--- src/rtl/unary_arb_pkg.sv ---
// Shared definitions for the unary/reduction operator arbiter: op codes, op field
// width and FSM state encoding.
package unary_arb_pkg;

  localparam int unsigned OpW = 3;

  localparam logic [OpW-1:0] OP_NOT  = 3'd0;
  localparam logic [OpW-1:0] OP_AND  = 3'd1;
  localparam logic [OpW-1:0] OP_NAND = 3'd2;
  localparam logic [OpW-1:0] OP_OR   = 3'd3;
  localparam logic [OpW-1:0] OP_NOR  = 3'd4;
  localparam logic [OpW-1:0] OP_XOR  = 3'd5;
  localparam logic [OpW-1:0] OP_XNOR = 3'd6;
  localparam logic [OpW-1:0] OP_RSVD = 3'd7;

  typedef enum logic [1:0] {
    StIdle,
    StExec,
    StDone
  } arb_state_e;

  function automatic logic op_is_rsvd(logic [OpW-1:0] op);
    return op == OP_RSVD;
  endfunction

endpackage

--- src/rtl/rr_arbiter.sv ---
// Combinational round-robin picker: first set request strictly after ptr, wrapping
// at N-1 -> 0. Produces a one-hot grant and the winner index.
module rr_arbiter #(
  parameter int unsigned N = 4
) (
  input  logic [N-1:0]         req,
  input  logic [$clog2(N)-1:0] ptr,
  output logic [N-1:0]         gnt,
  output logic [$clog2(N)-1:0] idx
);

  localparam int unsigned IdxW = $clog2(N);

  always_comb begin
    logic        found;
    int unsigned cand;
    gnt   = '0;
    idx   = '0;
    found = 1'b0;
    cand  = 0;
    // k = N lands back on ptr itself, so a lone requester is always regranted
    for (int unsigned k = 1; k <= N; k++) begin
      cand = (32'(ptr) + k) % N;
      if (!found && req[cand[IdxW-1:0]]) begin
        found                = 1'b1;
        gnt[cand[IdxW-1:0]]  = 1'b1;
        idx                  = cand[IdxW-1:0];
      end
    end
  end

endmodule

--- src/rtl/unary_op_arbiter.sv ---
// Shares one registered unary/reduction unit between N round-robin requesters.
// Optional handshake counter port stat_count when UNARY_ARB_STATS_EN is defined.
module unary_op_arbiter
  import unary_arb_pkg::*;
#(
  parameter int unsigned N = 4,
  parameter int unsigned W = 8
) (
  input  logic                 clk,
  input  logic                 rst,
  input  logic [N-1:0]         req,
  input  logic [3*N-1:0]       req_op,
  input  logic [W*N-1:0]       req_data,
  output logic [N-1:0]         gnt,
  output logic                 out_valid,
  input  logic                 out_ready,
  output logic [W-1:0]         out_result,
  output logic [$clog2(N)-1:0] out_id,
  output logic                 out_err,
`ifdef UNARY_ARB_STATS_EN
  output logic [15:0]          stat_count,
`endif
  output logic                 busy
);

  localparam int unsigned IdxW = $clog2(N);

  arb_state_e state_q, state_d;

  logic [IdxW-1:0] ptr_q;
  logic [N-1:0]    arb_gnt;
  logic [IdxW-1:0] arb_idx;
  logic            grant_en;

  logic [OpW-1:0]  op_q;
  logic [W-1:0]    data_q;
  logic [IdxW-1:0] id_q;

  logic [W-1:0]    result_q;
  logic            err_q;
  logic [IdxW-1:0] out_id_q;
  logic            valid_q;

  rr_arbiter #(
    .N(N)
  ) u_rr_arbiter (
    .req(req),
    .ptr(ptr_q),
    .gnt(arb_gnt),
    .idx(arb_idx)
  );

  function automatic logic [W-1:0] reduce_op(logic [OpW-1:0] op, logic [W-1:0] d);
    logic [W-1:0] r;
    r = '0;
    case (op)
      OP_NOT:  r    = ~d;
      OP_AND:  r[0] = &d;
      OP_NAND: r[0] = ~&d;
      OP_OR:   r[0] = |d;
      OP_NOR:  r[0] = ~|d;
      OP_XOR:  r[0] = ^d;
      OP_XNOR: r[0] = ~^d;
      default: r    = '0;
    endcase
    return r;
  endfunction

  always_ff @(posedge clk) begin
    if (rst) begin
      state_q <= StIdle;
    end else begin
      state_q <= state_d;
    end
  end

  always_comb begin
    state_d = state_q;
    unique case (state_q)
      StIdle:  if (|req) state_d = StExec;
      StExec:  state_d = StDone;
      StDone:  if (out_ready) state_d = StIdle;
      default: state_d = StIdle;
    endcase
  end

  // Grant is only offered from IDLE; pending requests simply wait otherwise.
  always_comb begin
    gnt      = '0;
    grant_en = 1'b0;
    busy     = (state_q != StIdle);
    if (state_q == StIdle && !rst) begin
      gnt      = arb_gnt;
      grant_en = |req;
    end
  end

  always_ff @(posedge clk) begin
    if (rst) begin
      ptr_q    <= IdxW'(N - 1);
      op_q     <= '0;
      data_q   <= '0;
      id_q     <= '0;
      result_q <= '0;
      err_q    <= 1'b0;
      out_id_q <= '0;
      valid_q  <= 1'b0;
    end else begin
      if (grant_en) begin
        ptr_q  <= arb_idx;
        op_q   <= req_op[OpW*arb_idx +: OpW];
        data_q <= req_data[W*arb_idx +: W];
        id_q   <= arb_idx;
      end
      if (state_q == StExec) begin
        result_q <= reduce_op(op_q, data_q);
        err_q    <= op_is_rsvd(op_q);
        out_id_q <= id_q;
        valid_q  <= 1'b1;
      end else if (state_q == StDone && out_ready) begin
        valid_q <= 1'b0;
      end
    end
  end

  assign out_valid  = valid_q;
  assign out_result = result_q;
  assign out_id     = out_id_q;
  assign out_err    = err_q;

`ifdef UNARY_ARB_STATS_EN
  logic [15:0] stat_q;

  always_ff @(posedge clk) begin
    if (rst) begin
      stat_q <= '0;
    end else if (valid_q && out_ready && stat_q != 16'hFFFF) begin
      stat_q <= stat_q + 16'd1;
    end
  end

  assign stat_count = stat_q;
`endif

endmodule

--- config.mk ---
export PLATFORM = sky130hd
export DESIGN_NAME = unary_op_arbiter
export DESIGN_NICKNAME = d
export VERILOG_FILES = /design/src/rtl/unary_arb_pkg.sv /design/src/rtl/rr_arbiter.sv /design/src/rtl/unary_op_arbiter.sv
export SDC_FILE = /design/constraint.sdc
export NUM_CORES = 1
export LEC_CHECK = 0
export CORE_MARGIN = 2
export CORE_UTILIZATION = 46
export DETAILED_ROUTE_END_ITERATION = 10
export PLACE_DENSITY = 0.8
export SYNTH_ARGS = -nofsm -noshare
export SYNTH_HDL_FRONTEND = slang
export SYNTH_HIERARCHICAL = 1
export SYNTH_SLANG_ARGS = --single-unit
--- constraint.sdc ---
create_clock -name clk -period 10.3 [get_ports clk]
set_clock_uncertainty 0.2 [all_clocks]
set_input_delay 2.06 -clock clk [delete_from_list [all_inputs] [get_ports clk]]
set_output_delay 2.06 -clock clk [all_outputs]
set_load 0.02 [all_outputs]
==> images/zoom.png <==
Region (21, 35) to (51, 65) um. Cells in grey, sequential cells in the stronger grey; small squares are vias.
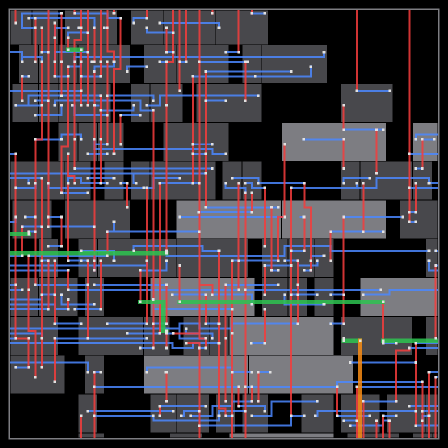
red -> met2
green -> met3
orange -> met4
blue -> met1
sequential cells in the window = 8
netlist names of flops here include = id_q (2), op_q (2), ptr_q (2)
most frequent = nand2_1 (17), dfxtp_1 (8), ha_1 (6)
cells with their middle in the window = 72

==> images/final_congestion.png <==
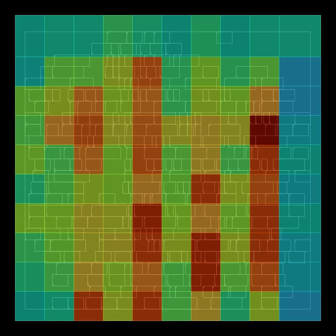
DR WL/cell: 14.5 um
met1 Use GR: 0.265

==> images/met1.png <==
Drawn at 4 px/um. Supply wires on this layer in grey.
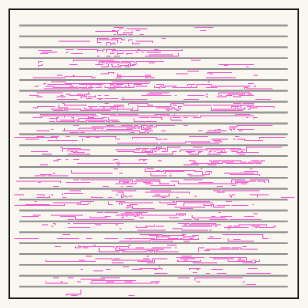
nets with wire on the layer = 295
longest straight run = 20.9 um
main direction = horizontal
wire length on this layer = 2220 um
share of all routed wire = 46%
vias after detailed routing: 1823
Detailed Route WL: 4790 um

==> images/gate_families.png <==
Drawn at 6 px/um.
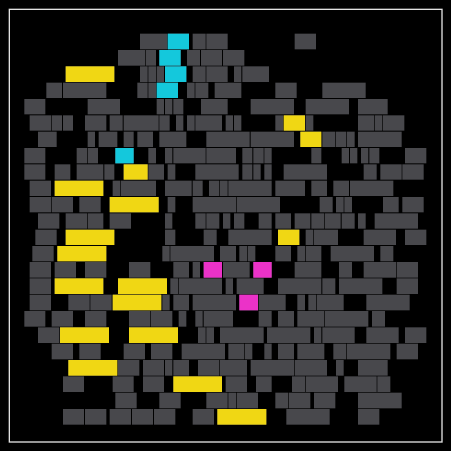
yellow -> multiplexers  # cells 17
cyan -> AND-OR and OR-AND gates  # cells 5
magenta -> XOR/XNOR gates  # cells 3
Top cell excl fill/tap: clkdlybuf4s50_1
Final Non-Filler Cells: 331
Comb area share: 0.489

==> images/metal_stack.png <==
Drawn at 4 px/um. Only two layers are drawn.
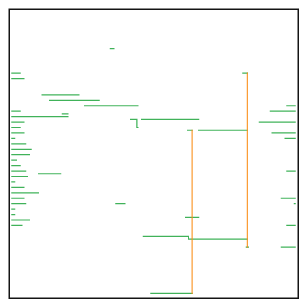
orange -> met4  # wire length 84.3 um
green -> met3  # wire length 233 um

==> impl_metrics.env <==
# physical design summary
export IMPL_synthSimpleGateAreaFrac=0.167
export IMPL_crit_start="req[3]"
export IMPL_max_stage_delay_ns=0.70
export IMPL_p_seq_uw=153
export IMPL_holdPathStages=2
export IMPL_place_hpwl_um=3570
export IMPL_layout_top_cells="67 x clkdlybuf4s50_1, 29 x nand2_1, 29 x dfxtp_1"
export IMPL_critical_path_class="input pin to output port"
export IMPL_synth_adder_area_share=0.0945
export IMPL_crit_path_end="gnt[3]"
export IMPL_worst_path_buf_inv=2
export IMPL_comb_power_uw=210
export IMPL_antenna_cells=0
export IMPL_max_freq_ghz=0.147
export IMPL_worstPathRequired_ns=8.04
export IMPL_cts_buffers_inserted=5
export IMPL_gp_congestion=0.869
export IMPL_die_w_um=71.9
export IMPL_setup_viol=0
export IMPL_met3_usage=0.0281
export IMPL_end_kind="output port"
export IMPL_synth_seq_share=0.274
export IMPL_nClkBuffers=8
export IMPL_clkCellAreaFrac=0.0281
export IMPL_wl_met2_um=2250
export IMPL_synth_area_um2=2120
export IMPL_cpMostUsedCell="clkdlybuf4s50_1"
export IMPL_cts_resized=0
export IMPL_final_util=0.650
export IMPL_cts_tree="done"
export IMPL_mux_share=0.158
export IMPL_netlist_logic_family_top="AND-OR/OR-AND gates"
export IMPL_max_slew_margin=0.375
export IMPL_cts_root_buf="clkbuf_8"
export IMPL_tns_ns=0
export IMPL_synthAoiAreaFrac=0.222
export IMPL_wl_met3_um=233
export IMPL_setup_ws_ns=3.50
export IMPL_clkLatencyLatePin_ns=0.29
export IMPL_ys_ff=29
export IMPL_p_leak_nw=1.08
export IMPL_p_int_uw=292
export IMPL_placed_area_um2=2770
export IMPL_warnings=37
export IMPL_route_detailed_drc=0
export IMPL_r2r_slack_ns=6.30
export IMPL_rows=24
export IMPL_num_io_pins=68
export IMPL_ys_chip_area_um2=2120
export IMPL_worst_pin_slew_ns=0.937
export IMPL_r2r_start="ptr_q[0]"
export IMPL_status="complete, no violations"
export IMPL_clk_pin_slew_worst_paths_ns=0.05
export IMPL_drive_gt1_frac=0.161
export IMPL_synth_top_cell_by_area="dfxtp_1"
export IMPL_nNonClkInverters=14
export IMPL_finalCritPeriodShare=0.660
export IMPL_dr_pass1_iters=4
export IMPL_flop_cell="dfxtp_1"
export IMPL_grt_util_met2=0.303
